### Congestion heat map

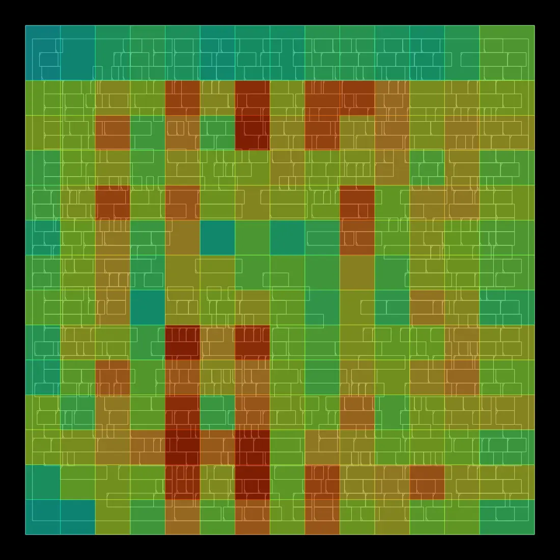
### Sequential cells grouped by signal name

Other sequential cells in the stronger grey, the rest of the logic in the fainter grey.
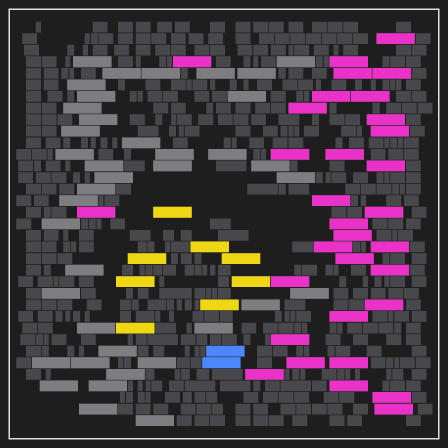
### Metal 1

Supply wires on this layer in grey.
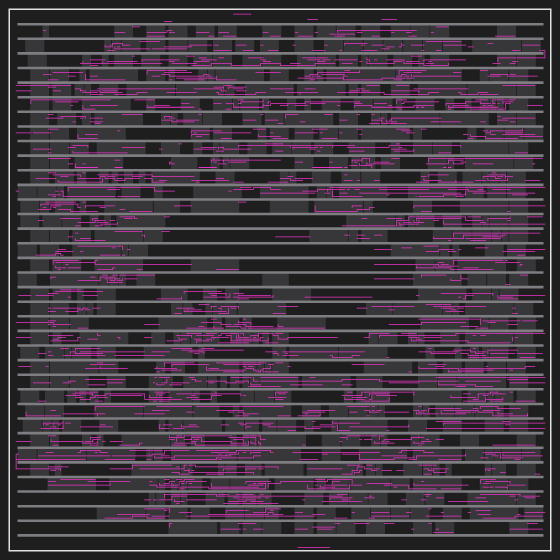
### Port wiring

Bar = 20 microns.
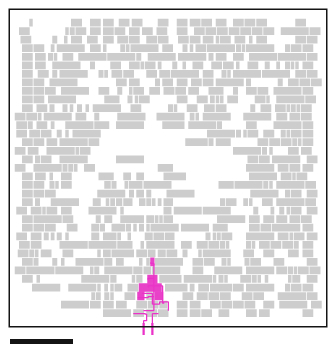
### Signal wires on met2

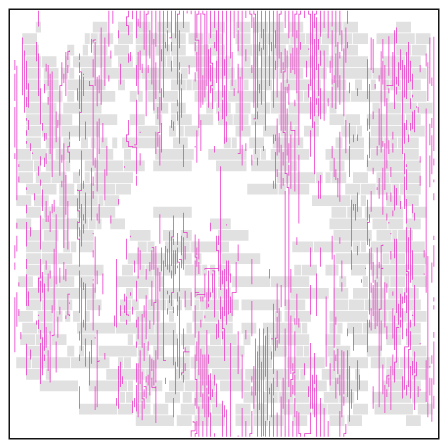
### config.mk
export PLATFORM = sky130hd
export DESIGN_NAME = request_unit_rr_flat
export DESIGN_NICKNAME = d
export VERILOG_FILES = /design/src/rtl/request_unit_rr_if.sv /design/src/rtl/request_unit_rr.sv /design/src/flat_wrapper.sv
export SDC_FILE = /design/constraint.sdc
export NUM_CORES = 1
export LEC_CHECK = 0
export CAP_MARGIN = 20
export CORE_UTILIZATION = 39
export DETAILED_ROUTE_END_ITERATION = 8
export PLACE_DENSITY = 0.81
export SYNTH_ARGS = -nofsm -noshare
export SYNTH_HDL_FRONTEND = slang
export SYNTH_SLANG_ARGS = --single-unit
### constraint.sdc
create_clock -name CLK -period 2.1 [get_ports CLK]
set_clock_uncertainty 0.1 [all_clocks]
set_input_delay 0.42 -clock CLK [delete_from_list [all_inputs] [get_ports CLK]]
set_output_delay 0.42 -clock CLK [all_outputs]
set_load 0.02 [all_outputs]
### src/rtl/request_unit_rr_if.sv
// Bundle between the request unit, its pipeline request sources and the
// instruction/data memory ports.
interface request_unit_rr_if #(
  parameter int NCH = 2,
  parameter int AW  = 32,
  parameter int DW  = 32
);
  localparam int IW = (NCH > 1) ? $clog2(NCH) : 1;

  logic            ihit;
  logic            dhit;
  logic [NCH-1:0]    req_ren;
  logic [NCH-1:0]    req_wen;
  logic [NCH*AW-1:0] req_addr;
  logic [NCH*DW-1:0] req_wdat;
  logic            imemREN;
  logic            dmemREN;
  logic            dmemWEN;
  logic [AW-1:0]   dmemaddr;
  logic [DW-1:0]   dmemstore;
  logic [IW-1:0]   grant_id;
  logic [NCH-1:0]  done;
  logic            timeout_err;
  logic            busy;

  modport master (
    input  ihit, dhit,
    input  req_ren, req_wen,
    input  req_addr, req_wdat,
    output imemREN, dmemREN, dmemWEN,
    output dmemaddr, dmemstore,
    output grant_id, done,
    output timeout_err, busy
  );

  modport slave (
    output ihit, dhit,
    output req_ren, req_wen,
    output req_addr, req_wdat,
    input  imemREN, dmemREN, dmemWEN,
    input  dmemaddr, dmemstore,
    input  grant_id, done,
    input  timeout_err, busy
  );
endinterface

### src/rtl/request_unit_rr.sv
// Round-robin data request unit: arbitrates NCH request sources onto one
// data-memory port, holds each access until dhit, optional watchdog abort.
module request_unit_rr #(
  parameter int NCH          = 2,
  parameter int AW           = 32,
  parameter int DW           = 32,
  parameter int TIMEOUT      = 255,
  parameter int IFETCH_STALL = 0,
  parameter int IW           = (NCH > 1) ? $clog2(NCH) : 1
) (
  input  logic CLK,
  input  logic nRST,
  request_unit_rr_if.master bus
);

  localparam int CW = (TIMEOUT > 0) ? $clog2(TIMEOUT + 1) : 1;
  localparam logic [CW-1:0] LIMIT =
    CW'((TIMEOUT > 0) ? TIMEOUT - 1 : 0);

  typedef enum logic {
    IDLE   = 1'b0,
    ACTIVE = 1'b1
  } state_t;

  state_t          r_state;
  logic            r_ren;
  logic            r_wen;
  logic [AW-1:0]   r_addr;
  logic [DW-1:0]   r_store;
  logic [IW-1:0]   r_grant;
  logic [IW-1:0]   r_ptr;
  logic [NCH-1:0]  r_done;
  logic            r_terr;
  logic            r_busy;
  logic [CW-1:0]   r_cnt;

  logic [NCH-1:0]  w_req;
  logic            w_any;
  logic [IW-1:0]   w_sel;
  logic [AW-1:0]   w_addr;
  logic [DW-1:0]   w_wdat;
  logic            w_ren;
  logic            w_wen;
  logic [IW-1:0]   w_nxt;
  logic            w_expire;

  assign w_req = bus.req_ren | bus.req_wen;

  // Scan offsets from farthest to nearest so the nearest requester wins;
  // the j+NCH term handles wrap for any NCH.
  always_comb begin
    w_any = 1'b0;
    w_sel = '0;
    for (int i = NCH - 1; i >= 0; i--) begin
      for (int j = 0; j < NCH; j++) begin
        if (w_req[j] &&
            ((int'(r_ptr) + i == j) ||
             (int'(r_ptr) + i == j + NCH))) begin
          w_any = 1'b1;
          w_sel = IW'(j);
        end
      end
    end
  end

  always_comb begin
    w_addr = '0;
    w_wdat = '0;
    w_ren  = 1'b0;
    w_wen  = 1'b0;
    for (int j = 0; j < NCH; j++) begin
      if (w_sel == IW'(j)) begin
        w_addr = bus.req_addr[j*AW +: AW];
        w_wdat = bus.req_wdat[j*DW +: DW];
        w_ren  = bus.req_ren[j];
        w_wen  = bus.req_wen[j];
      end
    end
  end

  assign w_nxt = (r_grant == IW'(NCH - 1)) ?
                 '0 : r_grant + IW'(1);

  assign w_expire = (TIMEOUT != 0) && (r_cnt == LIMIT);

  always_ff @(posedge CLK or negedge nRST) begin
    if (!nRST) begin
      r_state <= IDLE;
      r_ren   <= 1'b0;
      r_wen   <= 1'b0;
      r_addr  <= '0;
      r_store <= '0;
      r_grant <= '0;
      r_ptr   <= '0;
      r_done  <= '0;
      r_terr  <= 1'b0;
      r_busy  <= 1'b0;
      r_cnt   <= '0;
    end else begin
      r_done <= '0;
      r_terr <= 1'b0;
      unique case (r_state)
        IDLE: begin
          if (bus.ihit && w_any) begin
            r_grant <= w_sel;
            r_addr  <= w_addr;
            r_store <= w_wdat;
            r_wen   <= w_wen;
            r_ren   <= w_ren & ~w_wen;
            r_cnt   <= '0;
            r_busy  <= 1'b1;
            r_state <= ACTIVE;
          end
        end
        ACTIVE: begin
          if (bus.dhit) begin
            r_ren   <= 1'b0;
            r_wen   <= 1'b0;
            r_done  <= NCH'(1) << r_grant;
            r_ptr   <= w_nxt;
            r_busy  <= 1'b0;
            r_state <= IDLE;
          end else if (w_expire) begin
            r_ren   <= 1'b0;
            r_wen   <= 1'b0;
            r_terr  <= 1'b1;
            r_ptr   <= w_nxt;
            r_busy  <= 1'b0;
            r_state <= IDLE;
          end else if (r_cnt != {CW{1'b1}}) begin
            r_cnt <= r_cnt + CW'(1);
          end
        end
        default: r_state <= IDLE;
      endcase
    end
  end

  assign bus.imemREN     = (IFETCH_STALL != 0) ? ~r_busy : 1'b1;
  assign bus.dmemREN     = r_ren;
  assign bus.dmemWEN     = r_wen;
  assign bus.dmemaddr    = r_addr;
  assign bus.dmemstore   = r_store;
  assign bus.grant_id    = r_grant;
  assign bus.done        = r_done;
  assign bus.timeout_err = r_terr;
  assign bus.busy        = r_busy;

endmodule
### src/flat_wrapper.sv
// flat-port wrapper written by rule: the top's interface ports become plain ports
module request_unit_rr_flat 
#(
  parameter int NCH          = 2,
  parameter int AW           = 32,
  parameter int DW           = 32,
  parameter int TIMEOUT      = 255,
  parameter int IFETCH_STALL = 0,
  parameter int IW           = (NCH > 1) ? $clog2(NCH) : 1
)
  (CLK, nRST, bus_ihit, bus_dhit, bus_req_ren, bus_req_wen, bus_req_addr, bus_req_wdat, bus_imemREN, bus_dmemREN, bus_dmemWEN, bus_dmemaddr, bus_dmemstore, bus_grant_id, bus_done, bus_timeout_err, bus_busy);
  request_unit_rr_if #(.NCH(NCH), .AW(AW), .DW(DW)) bus_i ();
  input  logic CLK;
  input  logic nRST;
  input wire logic [$bits(bus_i.ihit)-1:0] bus_ihit;
  input wire logic [$bits(bus_i.dhit)-1:0] bus_dhit;
  input wire logic [$bits(bus_i.req_ren)-1:0] bus_req_ren;
  input wire logic [$bits(bus_i.req_wen)-1:0] bus_req_wen;
  input wire logic [$bits(bus_i.req_addr)-1:0] bus_req_addr;
  input wire logic [$bits(bus_i.req_wdat)-1:0] bus_req_wdat;
  output wire logic [$bits(bus_i.imemREN)-1:0] bus_imemREN;
  output wire logic [$bits(bus_i.dmemREN)-1:0] bus_dmemREN;
  output wire logic [$bits(bus_i.dmemWEN)-1:0] bus_dmemWEN;
  output wire logic [$bits(bus_i.dmemaddr)-1:0] bus_dmemaddr;
  output wire logic [$bits(bus_i.dmemstore)-1:0] bus_dmemstore;
  output wire logic [$bits(bus_i.grant_id)-1:0] bus_grant_id;
  output wire logic [$bits(bus_i.done)-1:0] bus_done;
  output wire logic [$bits(bus_i.timeout_err)-1:0] bus_timeout_err;
  output wire logic [$bits(bus_i.busy)-1:0] bus_busy;
  assign bus_i.ihit = bus_ihit;
  assign bus_i.dhit = bus_dhit;
  assign bus_i.req_ren = bus_req_ren;
  assign bus_i.req_wen = bus_req_wen;
  assign bus_i.req_addr = bus_req_addr;
  assign bus_i.req_wdat = bus_req_wdat;
  assign bus_imemREN = bus_i.imemREN;
  assign bus_dmemREN = bus_i.dmemREN;
  assign bus_dmemWEN = bus_i.dmemWEN;
  assign bus_dmemaddr = bus_i.dmemaddr;
  assign bus_dmemstore = bus_i.dmemstore;
  assign bus_grant_id = bus_i.grant_id;
  assign bus_done = bus_i.done;
  assign bus_timeout_err = bus_i.timeout_err;
  assign bus_busy = bus_i.busy;
  request_unit_rr #(.NCH(NCH), .AW(AW), .DW(DW), .TIMEOUT(TIMEOUT), .IFETCH_STALL(IFETCH_STALL), .IW(IW)) u_core (.CLK(CLK), .nRST(nRST), .bus(bus_i));
endmodule
==> impl_metrics.ini <==
; yosys + openroad results
[status]
status = finished, final reports clean

[logic_synthesis]
syn_area_sq_um = 3790
yosysMostFrequentCell = dfrtp_1
topCellsByArea = dfrtp_1 (54%), mux2i_1 (17%), o21ai_0 (7.7%)
ys_warn_count = 0
ys_cells = 363
synthFlopType = dfrtp_1
synth-seq-cells = 81
edf_count = 0
ys_top_cells_by_count = dfrtp_1 (81), nand2_1 (75), mux2i_1 (65)
largest_area_cell = dfrtp_1
ys_async_sr_fraction_pct = 100
synthCells = 363
yosys_area_sq_um = 3790

[die]
ios = 208
coreArea_sq_um = 9330
fp_util_pct = 40.6
die_area_sq_um = 10100
die_x_microns = 101

[clock_network]
cts_setup_buffers = 0
numCtsBuffers = 9
ctsResizeCount = 0
insertion_delay_ps = 330
path_clk_slew_ps = 80
ctsHoldBuffers = 1

[detailed_routing]
routed_via_density = 4.83
top_layer = met4
wl_microns = 10300
drt_iter0_markers = 85
dr_wl_met3_microns = 835
wl_met2_microns = 5150
drt_pass1_iterations = 4
wl_met1_microns = 4220
drc = 0

[sta]
fmaxAchievable_mhz = 522
whs_ps = 382
hold_violations = 0
drv_slew = 0
worst_slack_ps = 183
rsz0062_at_grt = false
layout_min_cycle_time_ps = 1920
fin_crit_sh_pct = 91.3
setup_tns_ps = 0
finalSetupViolations = 0

[critical_path]
rrSetupSlack_ps = 290
critical-path-top-delay-family = buffers and inverters
crit_path_start_kind = flip-flop
cp_cell_sequence = clkdlybuf4s50_1
crit_slowest_cell = clkdlybuf4s50_1
crit_start = u_core.bus.grant_id
path_depth = 1
reg2reg_depth = 6
worstReg2RegStart = u_core.r_cnt[0]
path_buffers = 1
end_kind = primary output

[power_and_ir_drop]
vdd_drop_max_mv = 0.448
p_per_area_nw_per_um2 = 955
leakage_nw = 2.75

[global_route]
antenna_found_initial = 0
grt_use_total_pct = 20.3
grt_max_degree = 45
overflow = 0

[placement]
portBuffers = 206
globalplace.congestion = 0.762
dpl-instance-area_sq_um = 6070
place_ws_ps = -54.6

[min_path]
holdPathStages = 2

[cells_and_area]
drive_above_1_share_pct = 6.09
areaGrowthSynthToFinish_pct = 64.5
antennaDiodeCount = 0
fin_nets = 710
stdcell_count = 704
design_area_sq_um = 6230

[run]
maxCapViolations = 0
Back to the opening pictures, 'Congestion heat map':
gr busiest metal: met2
Avg WL per Cell: 14.7 microns
met2 usage: 35.0%
global routing met1 resource utilization: 24.2%

Back to the opening pictures, 'Sequential cells grouped by signal name':
Blue is u_core.bus.done, flops 2. Yellow is u_core.r_cnt, flops 8, where centre. Magenta is u_core.bus.dmemstore, flops 32, where a column on the right.
Another 39 sequential cells are not coloured.
fin util: 66.8%
Register Area: 2030 sq um

Back to the opening pictures, 'Metal 1':
606 nets have wire on it. The longest straight run is 40.0 microns. The wires run mostly horizontal.

Back to the opening pictures, 'Port wiring':
Magenta is bus_req_ren, direction input, edge bottom, end cells 5, buffers 3, wire 67.0 microns.

Back to the opening pictures, 'Signal wires on met2':
The wires run mostly vertical. 614 nets have wire on it. The layer holds 50% of the routed length. The longest straight run is 46.8 microns.

final cells by class:
class | instances | area [sq um]
repair buffers | 221 | 2260
clock inverters | 4 | 22.5
multi-input cells | 254 | 1610
well taps | 129 | 161
inverters | 5 | 18.8
flip-flops and latches | 81 | 2030
clock buffers | 10 | 128
fillers | 761 | 3100
power breakdown:
group / internal [mW] / leakage (nW) / switching (mW)
clock: 0.411 / 0.0778 / 0.523
sequential: 1.98 / 1.01 / 0.257
combinational: 1.42 / 1.66 / 1.36
total: 3.81 / 2.75 / 2.14
cell families after synthesis:
logic type	after synthesis	share of synthesized area [%]
adder cells (fa/ha/maj)	2	0.660
multiplexers	65	17.2
other	1	0.0990
flip-flops	81	53.5
AND-OR/OR-AND	87	13.0
buffers and inverters	28	4.39
AND/OR/NAND/NOR	99	11.2
Power is estimated from default activity; no workload was simulated.
